===== config.mk =====
export PLATFORM = sky130hd
export DESIGN_NAME = branch_resolver_flat
export DESIGN_NICKNAME = d
export VERILOG_FILES = /design/src/rtl/branch_resolver_pkg.sv /design/src/rtl/branch_resolver_if.sv /design/src/rtl/branch_resolver_fifo.sv /design/src/rtl/branch_resolver.sv /design/src/flat_wrapper.sv
export SDC_FILE = /design/constraint.sdc
export NUM_CORES = 1
export LEC_CHECK = 0
export CAP_MARGIN = 5
export CORE_MARGIN = 3
export CORE_UTILIZATION = 54
export CTS_BUF_LIST = sky130_fd_sc_hd__clkbuf_16
export CTS_CLUSTER_DIAMETER = 120
export DETAILED_ROUTE_END_ITERATION = 10
export MAX_ROUTING_LAYER = met4
export PLACE_DENSITY = 0.76
export SKIP_LAST_GASP = 1
export SYNTH_ARGS = -nofsm -noshare
export SYNTH_HDL_FRONTEND = slang
export SYNTH_SLANG_ARGS = --single-unit
export TNS_END_PERCENT = 5

===== constraint.sdc =====
create_clock -name clk -period 3.8 [get_ports clk]
set_clock_uncertainty 0.2 [all_clocks]
set_input_delay 0.76 -clock clk [delete_from_list [all_inputs] [get_ports clk]]
set_output_delay 0.76 -clock clk [all_outputs]
set_load 0.02 [all_outputs]

===== src/rtl/branch_resolver_pkg.sv =====
// Shared types and helpers for the EX-stage branch resolver and its BTB update path.
// Holds the datapath width, the update record layout and the mispredict rule.
package branch_resolver_pkg;

  localparam int XLEN          = 32;
  localparam int BRU_UPD_DEPTH = 4;

  typedef struct packed {
    logic [XLEN-1:0] pc;
    logic [XLEN-1:0] target;
    logic            taken;
  } btb_update_t;

  // A taken/taken pair still mispredicts when the predicted target was wrong.
  function automatic logic is_mispredict(input logic            pred_taken,
                                         input logic [XLEN-1:0] pred_target,
                                         input logic            act_taken,
                                         input logic [XLEN-1:0] act_target);
    return (pred_taken != act_taken) ||
           (pred_taken && act_taken && (pred_target != act_target));
  endfunction

endpackage


===== src/rtl/branch_resolver_if.sv =====
// EX-stage resolution inputs, redirect/flush outputs, BTB update handshake and statistics.
// The resolver drives through the master modport; the pipeline/BTB side uses slave.
interface branch_resolver_if
  import branch_resolver_pkg::*;
#(
  parameter int CNT_WIDTH = 32
);
  logic                 ex_valid;
  logic                 ex_is_jump;
  logic [XLEN-1:0]      ex_pc;
  logic                 ex_pred_taken;
  logic [XLEN-1:0]      ex_pred_target;
  logic                 ex_actual_taken;
  logic [XLEN-1:0]      ex_actual_target;

  logic                 redirect_valid;
  logic [XLEN-1:0]      redirect_pc;

  logic                 upd_valid;
  logic                 upd_ready;
  logic [XLEN-1:0]      upd_pc;
  logic [XLEN-1:0]      upd_target;
  logic                 upd_taken;
  logic                 upd_is_branch_or_jmp;

  logic [CNT_WIDTH-1:0] stat_branches;
  logic [CNT_WIDTH-1:0] stat_mispredicts;
  logic [CNT_WIDTH-1:0] stat_dropped;

  modport master (
    input  ex_valid, ex_is_jump, ex_pc, ex_pred_taken, ex_pred_target,
           ex_actual_taken, ex_actual_target, upd_ready,
    output redirect_valid, redirect_pc, upd_valid, upd_pc, upd_target,
           upd_taken, upd_is_branch_or_jmp,
           stat_branches, stat_mispredicts, stat_dropped
  );

  modport slave (
    output ex_valid, ex_is_jump, ex_pc, ex_pred_taken, ex_pred_target,
           ex_actual_taken, ex_actual_target, upd_ready,
    input  redirect_valid, redirect_pc, upd_valid, upd_pc, upd_target,
           upd_taken, upd_is_branch_or_jmp,
           stat_branches, stat_mispredicts, stat_dropped
  );

endinterface


===== src/rtl/branch_resolver_fifo.sv =====
// Small synchronous FIFO with a registered head; push to a full FIFO succeeds only
// when a pop happens in the same cycle. Head is valid whenever o_empty is low.
module sync_fifo #(
  parameter type T     = logic [7:0],
  parameter int  DEPTH = 4
) (
  input  logic clk,
  input  logic reset_n,
  input  logic i_push,
  input  T     i_data,
  input  logic i_pop,
  output logic o_full,
  output logic o_empty,
  output T     o_head
);
  localparam int             AW      = $clog2(DEPTH);
  localparam logic [AW-1:0]  PTR_ONE = AW'(1);
  localparam logic [AW:0]    CNT_ONE = (AW + 1)'(1);

  T              r_mem [DEPTH];
  T              r_head;
  logic [AW-1:0] r_wr_ptr;
  logic [AW-1:0] r_rd_ptr;
  logic [AW:0]   r_count;

  logic w_pop_ok;
  logic w_push_ok;
  T     w_head_next;

  assign o_full    = (r_count == (AW + 1)'(DEPTH));
  assign o_empty   = (r_count == '0);
  assign o_head    = r_head;
  assign w_pop_ok  = i_pop && !o_empty;
  assign w_push_ok = i_push && (!o_full || w_pop_ok);

  always_comb begin
    // NOTE: default first so every path assigns w_head_next; otherwise a latch is inferred.
    w_head_next = r_head;
    if (w_pop_ok && (r_count > CNT_ONE))
      w_head_next = r_mem[r_rd_ptr + PTR_ONE];
    else if (w_push_ok && (o_empty || (w_pop_ok && (r_count == CNT_ONE))))
      w_head_next = i_data;
  end

  // NOTE: storage is not reset; r_count gates validity, so only control state needs reset.
  always_ff @(posedge clk) begin
    if (w_push_ok) r_mem[r_wr_ptr] <= i_data;
  end

  // NOTE: sequential state uses <= so every register samples pre-edge values.
  always_ff @(posedge clk or negedge reset_n) begin
    if (!reset_n) begin
      r_wr_ptr <= '0;
      r_rd_ptr <= '0;
      r_count  <= '0;
      r_head   <= '0;
    end else begin
      r_head <= w_head_next;
      if (w_push_ok) r_wr_ptr <= r_wr_ptr + PTR_ONE;
      if (w_pop_ok)  r_rd_ptr <= r_rd_ptr + PTR_ONE;
      if (w_push_ok && !w_pop_ok)      r_count <= r_count + CNT_ONE;
      else if (w_pop_ok && !w_push_ok) r_count <= r_count - CNT_ONE;
    end
  end

endmodule


===== src/rtl/branch_resolver.sv =====
// Execute-stage branch resolution: compares outcome to the IF prediction, issues a one-cycle
// redirect on mispredict, queues BTB training updates and keeps branch statistics.
module branch_resolver
  import branch_resolver_pkg::*;
#(
  parameter int UPD_DEPTH = BRU_UPD_DEPTH,
  parameter int CNT_WIDTH = 32
) (
  input logic               clk,
  input logic               reset_n,
  branch_resolver_if.master bru
);
  logic                 r_redirect_valid;
  logic [XLEN-1:0]      r_redirect_pc;
  logic [CNT_WIDTH-1:0] r_branches;
  logic [CNT_WIDTH-1:0] r_mispredicts;
  logic [CNT_WIDTH-1:0] r_dropped;

  logic        w_accept;
  logic        w_mispredict;
  logic        w_pop;
  logic        w_drop;
  logic        w_full;
  logic        w_empty;
  btb_update_t w_entry;
  btb_update_t w_head;

  // The cycle after a redirect carries a wrong-path instruction; it is squashed entirely.
  assign w_accept     = bru.ex_valid && !r_redirect_valid;
  assign w_mispredict = w_accept && is_mispredict(bru.ex_pred_taken, bru.ex_pred_target,
                                                  bru.ex_actual_taken, bru.ex_actual_target);
  assign w_pop        = !w_empty && bru.upd_ready;
  assign w_drop       = w_accept && w_full && !w_pop;

  assign w_entry.pc     = bru.ex_pc;
  assign w_entry.target = bru.ex_actual_target;
  assign w_entry.taken  = bru.ex_actual_taken;

  sync_fifo #(
    .T     (btb_update_t),
    .DEPTH (UPD_DEPTH)
  ) u_upd_fifo (
    .clk     (clk),
    .reset_n (reset_n),
    .i_push  (w_accept),
    .i_data  (w_entry),
    .i_pop   (w_pop),
    .o_full  (w_full),
    .o_empty (w_empty),
    .o_head  (w_head)
  );

  always_ff @(posedge clk or negedge reset_n) begin
    if (!reset_n) begin
      r_redirect_valid <= 1'b0;
      r_redirect_pc    <= '0;
      r_branches       <= '0;
      r_mispredicts    <= '0;
      r_dropped        <= '0;
    end else begin
      r_redirect_valid <= w_mispredict;
      if (w_mispredict)
        r_redirect_pc <= bru.ex_actual_taken ? bru.ex_actual_target : bru.ex_pc + XLEN'(4);
      if (w_accept)     r_branches    <= r_branches + CNT_WIDTH'(1);
      if (w_mispredict) r_mispredicts <= r_mispredicts + CNT_WIDTH'(1);
      if (w_drop)       r_dropped     <= r_dropped + CNT_WIDTH'(1);
    end
  end

  assign bru.redirect_valid       = r_redirect_valid;
  assign bru.redirect_pc          = r_redirect_pc;
  assign bru.upd_valid            = !w_empty;
  assign bru.upd_pc               = w_head.pc;
  assign bru.upd_target           = w_head.target;
  assign bru.upd_taken            = w_head.taken;
  assign bru.upd_is_branch_or_jmp = w_head.taken;
  assign bru.stat_branches        = r_branches;
  assign bru.stat_mispredicts     = r_mispredicts;
  assign bru.stat_dropped         = r_dropped;

endmodule


===== src/flat_wrapper.sv =====
// flat-port wrapper written by rule: the top's interface ports become plain ports
module branch_resolver_flat import branch_resolver_pkg::*;
#(
  parameter int UPD_DEPTH = BRU_UPD_DEPTH,
  parameter int CNT_WIDTH = 32
)
  (clk, reset_n, bru_ex_valid, bru_ex_is_jump, bru_ex_pc, bru_ex_pred_taken, bru_ex_pred_target, bru_ex_actual_taken, bru_ex_actual_target, bru_upd_ready, bru_redirect_valid, bru_redirect_pc, bru_upd_valid, bru_upd_pc, bru_upd_target, bru_upd_taken, bru_upd_is_branch_or_jmp, bru_stat_branches, bru_stat_mispredicts, bru_stat_dropped);
  branch_resolver_if #(.CNT_WIDTH(CNT_WIDTH)) bru_i ();
  input logic clk;
  input logic reset_n;
  input wire logic [$bits(bru_i.ex_valid)-1:0] bru_ex_valid;
  input wire logic [$bits(bru_i.ex_is_jump)-1:0] bru_ex_is_jump;
  input wire logic [$bits(bru_i.ex_pc)-1:0] bru_ex_pc;
  input wire logic [$bits(bru_i.ex_pred_taken)-1:0] bru_ex_pred_taken;
  input wire logic [$bits(bru_i.ex_pred_target)-1:0] bru_ex_pred_target;
  input wire logic [$bits(bru_i.ex_actual_taken)-1:0] bru_ex_actual_taken;
  input wire logic [$bits(bru_i.ex_actual_target)-1:0] bru_ex_actual_target;
  input wire logic [$bits(bru_i.upd_ready)-1:0] bru_upd_ready;
  output wire logic [$bits(bru_i.redirect_valid)-1:0] bru_redirect_valid;
  output wire logic [$bits(bru_i.redirect_pc)-1:0] bru_redirect_pc;
  output wire logic [$bits(bru_i.upd_valid)-1:0] bru_upd_valid;
  output wire logic [$bits(bru_i.upd_pc)-1:0] bru_upd_pc;
  output wire logic [$bits(bru_i.upd_target)-1:0] bru_upd_target;
  output wire logic [$bits(bru_i.upd_taken)-1:0] bru_upd_taken;
  output wire logic [$bits(bru_i.upd_is_branch_or_jmp)-1:0] bru_upd_is_branch_or_jmp;
  output wire logic [$bits(bru_i.stat_branches)-1:0] bru_stat_branches;
  output wire logic [$bits(bru_i.stat_mispredicts)-1:0] bru_stat_mispredicts;
  output wire logic [$bits(bru_i.stat_dropped)-1:0] bru_stat_dropped;
  assign bru_i.ex_valid = bru_ex_valid;
  assign bru_i.ex_is_jump = bru_ex_is_jump;
  assign bru_i.ex_pc = bru_ex_pc;
  assign bru_i.ex_pred_taken = bru_ex_pred_taken;
  assign bru_i.ex_pred_target = bru_ex_pred_target;
  assign bru_i.ex_actual_taken = bru_ex_actual_taken;
  assign bru_i.ex_actual_target = bru_ex_actual_target;
  assign bru_i.upd_ready = bru_upd_ready;
  assign bru_redirect_valid = bru_i.redirect_valid;
  assign bru_redirect_pc = bru_i.redirect_pc;
  assign bru_upd_valid = bru_i.upd_valid;
  assign bru_upd_pc = bru_i.upd_pc;
  assign bru_upd_target = bru_i.upd_target;
  assign bru_upd_taken = bru_i.upd_taken;
  assign bru_upd_is_branch_or_jmp = bru_i.upd_is_branch_or_jmp;
  assign bru_stat_branches = bru_i.stat_branches;
  assign bru_stat_mispredicts = bru_i.stat_mispredicts;
  assign bru_stat_dropped = bru_i.stat_dropped;
  branch_resolver #(.UPD_DEPTH(UPD_DEPTH), .CNT_WIDTH(CNT_WIDTH)) u_core (.clk(clk), .reset_n(reset_n), .bru(bru_i));
endmodule

Run 1, nets reached from selected ports:
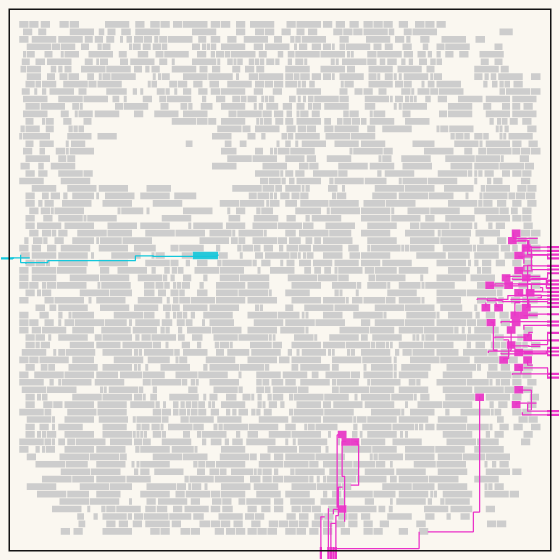
[magenta] bru_ex_pred_target | bits: 32 | direction: input | edge: 27 east, 5 south | end cells: 32 | buffers: 32 | wire: 822 um
[cyan] bru_upd_is_branch_or_jmp | bits: 1 | direction: output | edge: west | end cells: 1 | buffers: 1 | wire: 85.2 um
port bufs: 297
I/O Pins: 299

Run 1, routing congestion map:
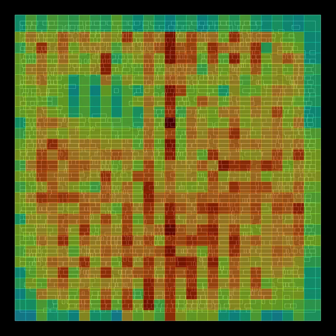
met1 Use GR: 37.2%
met2 GRT Util: 42.1%
Util after Layout: 70.0%
GR Util met3: 6.17%

Run 1, signal metal coverage by tile:
Bar = 50 um. 39 x 39 tiles, from dark purple (low) to yellow (high), scaled to the fullest tile. Values are wire area over tile area, all layers added.
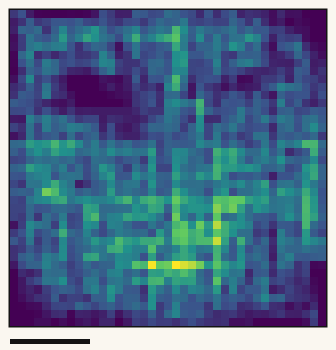
densest ninth of the die: south
mean over tiles: 0.22
tiles over half the peak: 12%
fullest tile: 0.72
nearly empty tiles: 4.7%
routed len/inst: 23.5 um
GRT Total Usage: 27.3%
drt total wl: 51.0 mm

==> qor.yml, run 1 <==
cp_num_buf_inv: 4
hold_violations: 0
netlist_instances: 1329
edf_count: 260
die_h_um: 197
core.rowCount: 69
lay_top_cells: "clkdlybuf4s50_1, edfxtp_1, dfrtp_1, nor2_1"
power.density_mw_per_mm2: 660
grt_pass1_vias: 13094
largest_register_ffs: 260
register_area_sq_mm: 0.0128
dominant_cells: "sequential cells"
dp_cells: 2088
crit_family: "buffers and inverters"
maxSlewViolCount: 0
yosys-stat-cells: 1329
wl_met3_mm: 4.42
cts_htree_levels: 2
avgSynthCellArea_sq_um: 14.8
drv_cap: 0
setup_violations: 0
outcome: "finished, final reports clean"
fillCellCount: 2470
hold_path_class: "primary input to asynchronous set/reset pin"
run 1: worst max-delay path by stage:
stage                             start                       endpoint  slack (ns)  cells past startpoint
5_1_grt        bru_ex_actual_target[15]     u_core.bru.redirect_pc[11]        0.40                     10
4_1_cts        bru_ex_actual_target[15]      u_core.bru.redirect_pc[6]        0.55                     10
6_report       bru_ex_actual_target[15]     u_core.bru.redirect_pc[21]        0.47                     10
2_1_floorplan              bru_ex_valid  u_core.u_upd_fifo.r_mem[2][0]        0.01                      5
3_3_place_gp   bru_ex_actual_target[15]     u_core.bru.redirect_pc[19]        0.03                     10
3_5_place_dp   bru_ex_actual_target[15]     u_core.bru.redirect_pc[21]       -0.01                     10
run 1: power breakdown:
group	internal, W	switching [W]
combinational	0.00252	0.00278
sequential	0.00636	0.000697
clock	0.00231	0.00185
--- run 2 (diff from run 1) ---
--- a/config.mk
+++ b/config.mk
@@ -5,7 +5,7 @@
 export SDC_FILE = /design/constraint.sdc
 export NUM_CORES = 1
 export LEC_CHECK = 0
-export CAP_MARGIN = 5
+export CAP_MARGIN = 20
 export CORE_MARGIN = 3
 export CORE_UTILIZATION = 54
 export CTS_BUF_LIST = sky130_fd_sc_hd__clkbuf_16
Run 2, signal metal coverage by tile:
Bar = 50 um. 39 x 39 tiles, from dark purple (low) to yellow (high), scaled to the fullest tile. Values are wire area over tile area, all layers added.
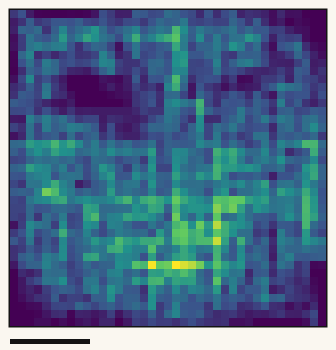
tiles over half the peak: 12%
fullest tile: 0.72
densest ninth of the die: south
nearly empty tiles: 4.7%
mean over tiles: 0.22
routed via count: 12712

Run 2, placed cells, one color a class:
Bar = 50 um.
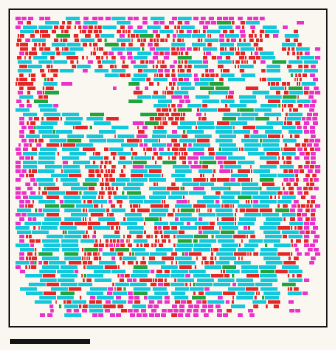
[magenta] remaining buffers and delay cells | cells: 360 | share of their area: 15%
[green] clock drivers and dummy loads | cells: 85 | share of their area: 5.6%
[cyan] registers | cells: 461 | share of their area: 53%
[red] remaining logic cells | cells: 806 | share of their area: 27%

==> run 2 against run 1 <==
  * Combinational power barely moved
  * Sequential share of layout area did not move
  * Synthesized cell count did not move
  * Largest cell class unchanged
  * Register-to-register slack barely moved
  * Clock-buffer cell count did not move
  * Clock power barely moved
  * Non-clock buffer count did not move
  * Die size did not move
  * Hold slack did not move
==> qor.yml, run 2 <==
outcome: "finished, final reports clean"
netlist_instances: 1329  # unchanged
crit_start: "bru_ex_actual_target[15]"
grt_use_total_pct: 27.3  # unchanged
power_frac_seq_pct: 42.7  # about the same
drv_cap: 0  # unchanged
die_h_um: 197  # unchanged
dominant_cells: "sequential cells"
clkPwrFrac_pct: 25.2  # about the same
use_met1_pct: 37.2  # unchanged
hold_path_class: "primary input to asynchronous set/reset pin"
avgSynthCellArea_sq_um: 14.8  # unchanged
register_area_sq_mm: 0.0128  # unchanged
cp_num_buf_inv: 4  # unchanged
largest_register_ffs: 260  # unchanged
met2_usage_pct: 42.1  # unchanged
maxSlewViolCount: 0  # unchanged
p_comb_share_pct: 32.1  # about the same
grt_pass1_vias: 13094  # unchanged
seq_power_w: 0.00706  # about the same
fin_util_pct: 70.0  # unchanged
drt-total-wl_mm: 51.0  # unchanged
cts_htree_levels: 2  # unchanged
crit_cells: 10  # unchanged
edf_count: 260  # unchanged
lay_top_cells: "clkdlybuf4s50_1, edfxtp_1, dfrtp_1, nor2_1"
io_buffers: 297  # unchanged
core.rowCount: 69  # unchanged
use_met3_pct: 6.17  # unchanged
p_int_w: 0.0112  # unchanged
dp_cells: 2088  # unchanged
power.density_mw_per_mm2: 660  # unchanged
cp-endpoint: "u_core.bru.redirect_pc[21]"
fillCellCount: 2470  # unchanged
switching_share_pct: 32.3  # unchanged
p_switching_w: 0.00533  # unchanged
Run 2, drive-strength map:
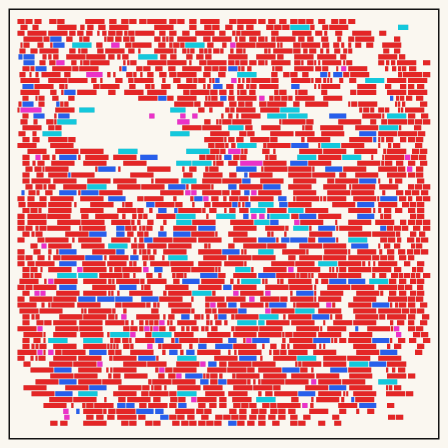
[cyan] x6 and larger | cells: 63 | share: 3.7% | most used: clkbuf_16
[blue] x2 | cells: 139 | share: 8.1% | most used: mux4_2
[magenta] x3 and x4 | cells: 58 | share: 3.4% | most used: buf_4
[red] x1 and smaller | cells: 1452 | share: 85% | most used: clkdlybuf4s50_1
Buffers, non-clock: 360
fin worst setup slack: 0.474 ns
post-route cell area: 0.0250 sq mm

==> run 2: cell counts after synthesis <==
Identical to the previous run, type by type.
==> run 2: logic make-up (layout without fill, tap and decap cells) <==
| logic type | after synthesis | count (layout) | share of synthesized area (%) |
|---|---|---|---|
| AOI/OAI and AO/OA | 131 | 131 | 4.31 |
| xor gates and xnor gates | 159 | 159 | 7.07 |
| adders and majority gates | 14 | 14 | 0.889 |
| buffers and inverters | 78 | 461 | 1.64 |
| DFF | 461 | 461 | 65.1 |
| muxes | 168 | 168 | 12.9 |
| other | 0 | 1 | 0 |
| and+or+nand+nor | 318 | 318 | 8.05 |
==> run 2: per-layer routing <==
metal	share of wire [%]	vias up	wire (um)
met5	0	-	0
met4	2.8	0	1430
met3	8.7	79	4420
met2	48	530	24600
met1	40	6460	20500
li1	-	5643	-
Run 2, nets reached from selected ports:
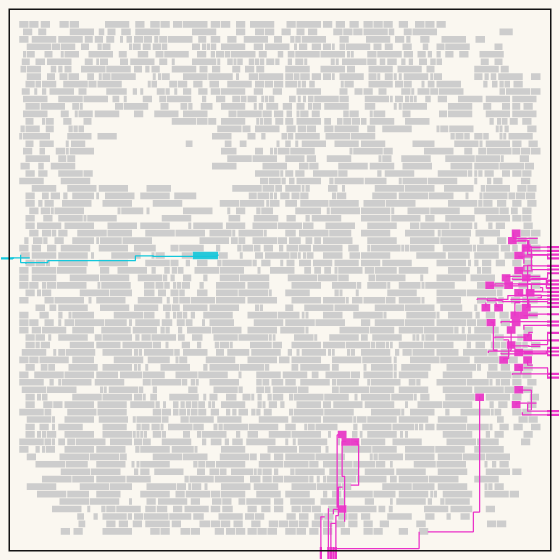

--- run 3 (diff from run 2) ---
--- a/config.mk
+++ b/config.mk
@@ -6,7 +6,7 @@
 export NUM_CORES = 1
 export LEC_CHECK = 0
 export CAP_MARGIN = 20
-export CORE_MARGIN = 3
+export CORE_MARGIN = 2
 export CORE_UTILIZATION = 54
 export CTS_BUF_LIST = sky130_fd_sc_hd__clkbuf_16
 export CTS_CLUSTER_DIAMETER = 120
Run 3, nets reached from selected ports:
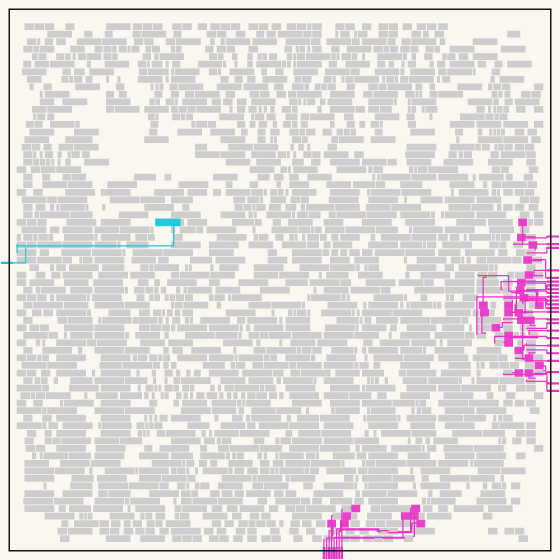
[cyan] bru_upd_is_branch_or_jmp | bits: 1 | direction: output | edge: west | end cells: 1 | buffers: 1 | wire: 80.5 um
[magenta] bru_ex_pred_target | bits: 32 | direction: input | edge: 24 east, 8 south | end cells: 32 | buffers: 32 | wire: 699 um

Run 3, signal metal coverage by tile:
Bar = 50 um. 39 x 39 tiles, from dark purple (low) to yellow (high), scaled to the fullest tile. Values are wire area over tile area, all layers added.
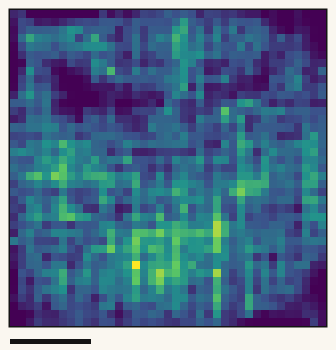
fullest tile: 0.72
tiles over half the peak: 12%
densest ninth of the die: south
routed len/inst: 23.2 um
GRT Total Usage: 27.5%

==> run 3 against run 2 <==
  * First-iteration DRC count is 20% higher
  * Final cell count grew 0.23%
  * Power is essentially flat
  * Via count down 0.14%
  * Clock-buffer cell count unchanged
  * Routed wire length shrank 1.0%
  * Sequential share of layout area about the same
  * Critical path depth unchanged
  * Area after synthesis unchanged
  * Hold slack better by 0.027 ns
  * Setup slack worse by 0.0024 ns
  * Synthesized cell count stayed put
  * Critical path type unchanged
  * Critical endpoint is now u_core.bru.stat_mispredicts[19]
  * Largest power group unchanged
==> qor.yml, run 3 <==
power_frac_seq_pct: 43.0  # +0.3 points
logic_family: "multiplexers"
fin_ws_ns: 0.472  # -0.00236 ns
buffers: 362  # +0.56%
clkPwrFrac_pct: 25.1  # about the same
drv_cap: 0  # unchanged
hold_path_class: "primary input to asynchronous set/reset pin"
core.rowCount: 69  # unchanged
outcome: "finished, final reports clean"
yosys.area_share.xor_xnor_pct: 7.07  # unchanged
crit_cells: 10  # unchanged
seq_power_w: 0.00711  # +0.7%
p_int_w: 0.0112  # -0.15%
edf_count: 260  # unchanged
ys_sh_simple_pct: 8.05  # unchanged
register_area_sq_mm: 0.0128  # unchanged
power.density_mw_per_mm2: 660  # -0.11%
fin_util_pct: 70.1  # about the same
netlist_instances: 1329  # unchanged
grt_pass1_vias: 12784  # -2.4%
largest_register_ffs: 260  # unchanged
Run 3, drive-strength map:
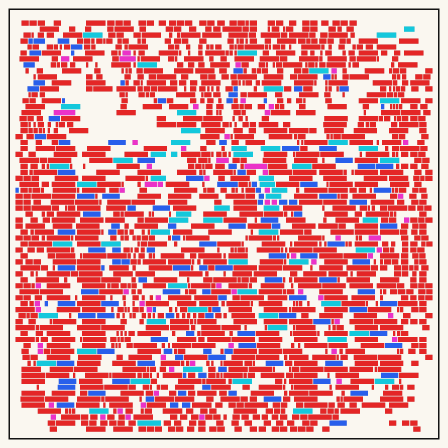
[blue] x2 | cells: 135 | share: 7.9% | most used: mux4_2
[cyan] x6 and larger | cells: 61 | share: 3.6% | most used: clkbuf_16
[red] x1 and smaller | cells: 1456 | share: 85% | most used: clkdlybuf4s50_1
[magenta] x3 and x4 | cells: 63 | share: 3.7% | most used: buf_4

## run 3: path summary, 6_finish.rpt
| kind | to | startpoint |
|---|---|---|
| max | u_core.bru.stat_mispredicts[19] | bru_ex_actual_target[22] |
| min | u_core.bru.stat_dropped[23] | reset_n |
| max reg2reg | u_core.u_upd_fifo.o_head[1] | u_core.u_upd_fifo.r_count[1] |
| min reg2reg | u_core.bru.stat_branches[31] | u_core.bru.stat_branches[31] |
| max in group asynchronous | u_core.bru.redirect_pc[10] | reset_n |
| min in group clk | u_core.bru.stat_branches[31] | u_core.bru.stat_branches[31] |
## run 3: routing by layer
layer	part of all wire (%)	GRT usage, %
met5	0	-
met4	2.6	8.17
met3	7.6	4.61
met2	48	43.2
met1	41	37.3
Power and IR drop assume default switching activity.
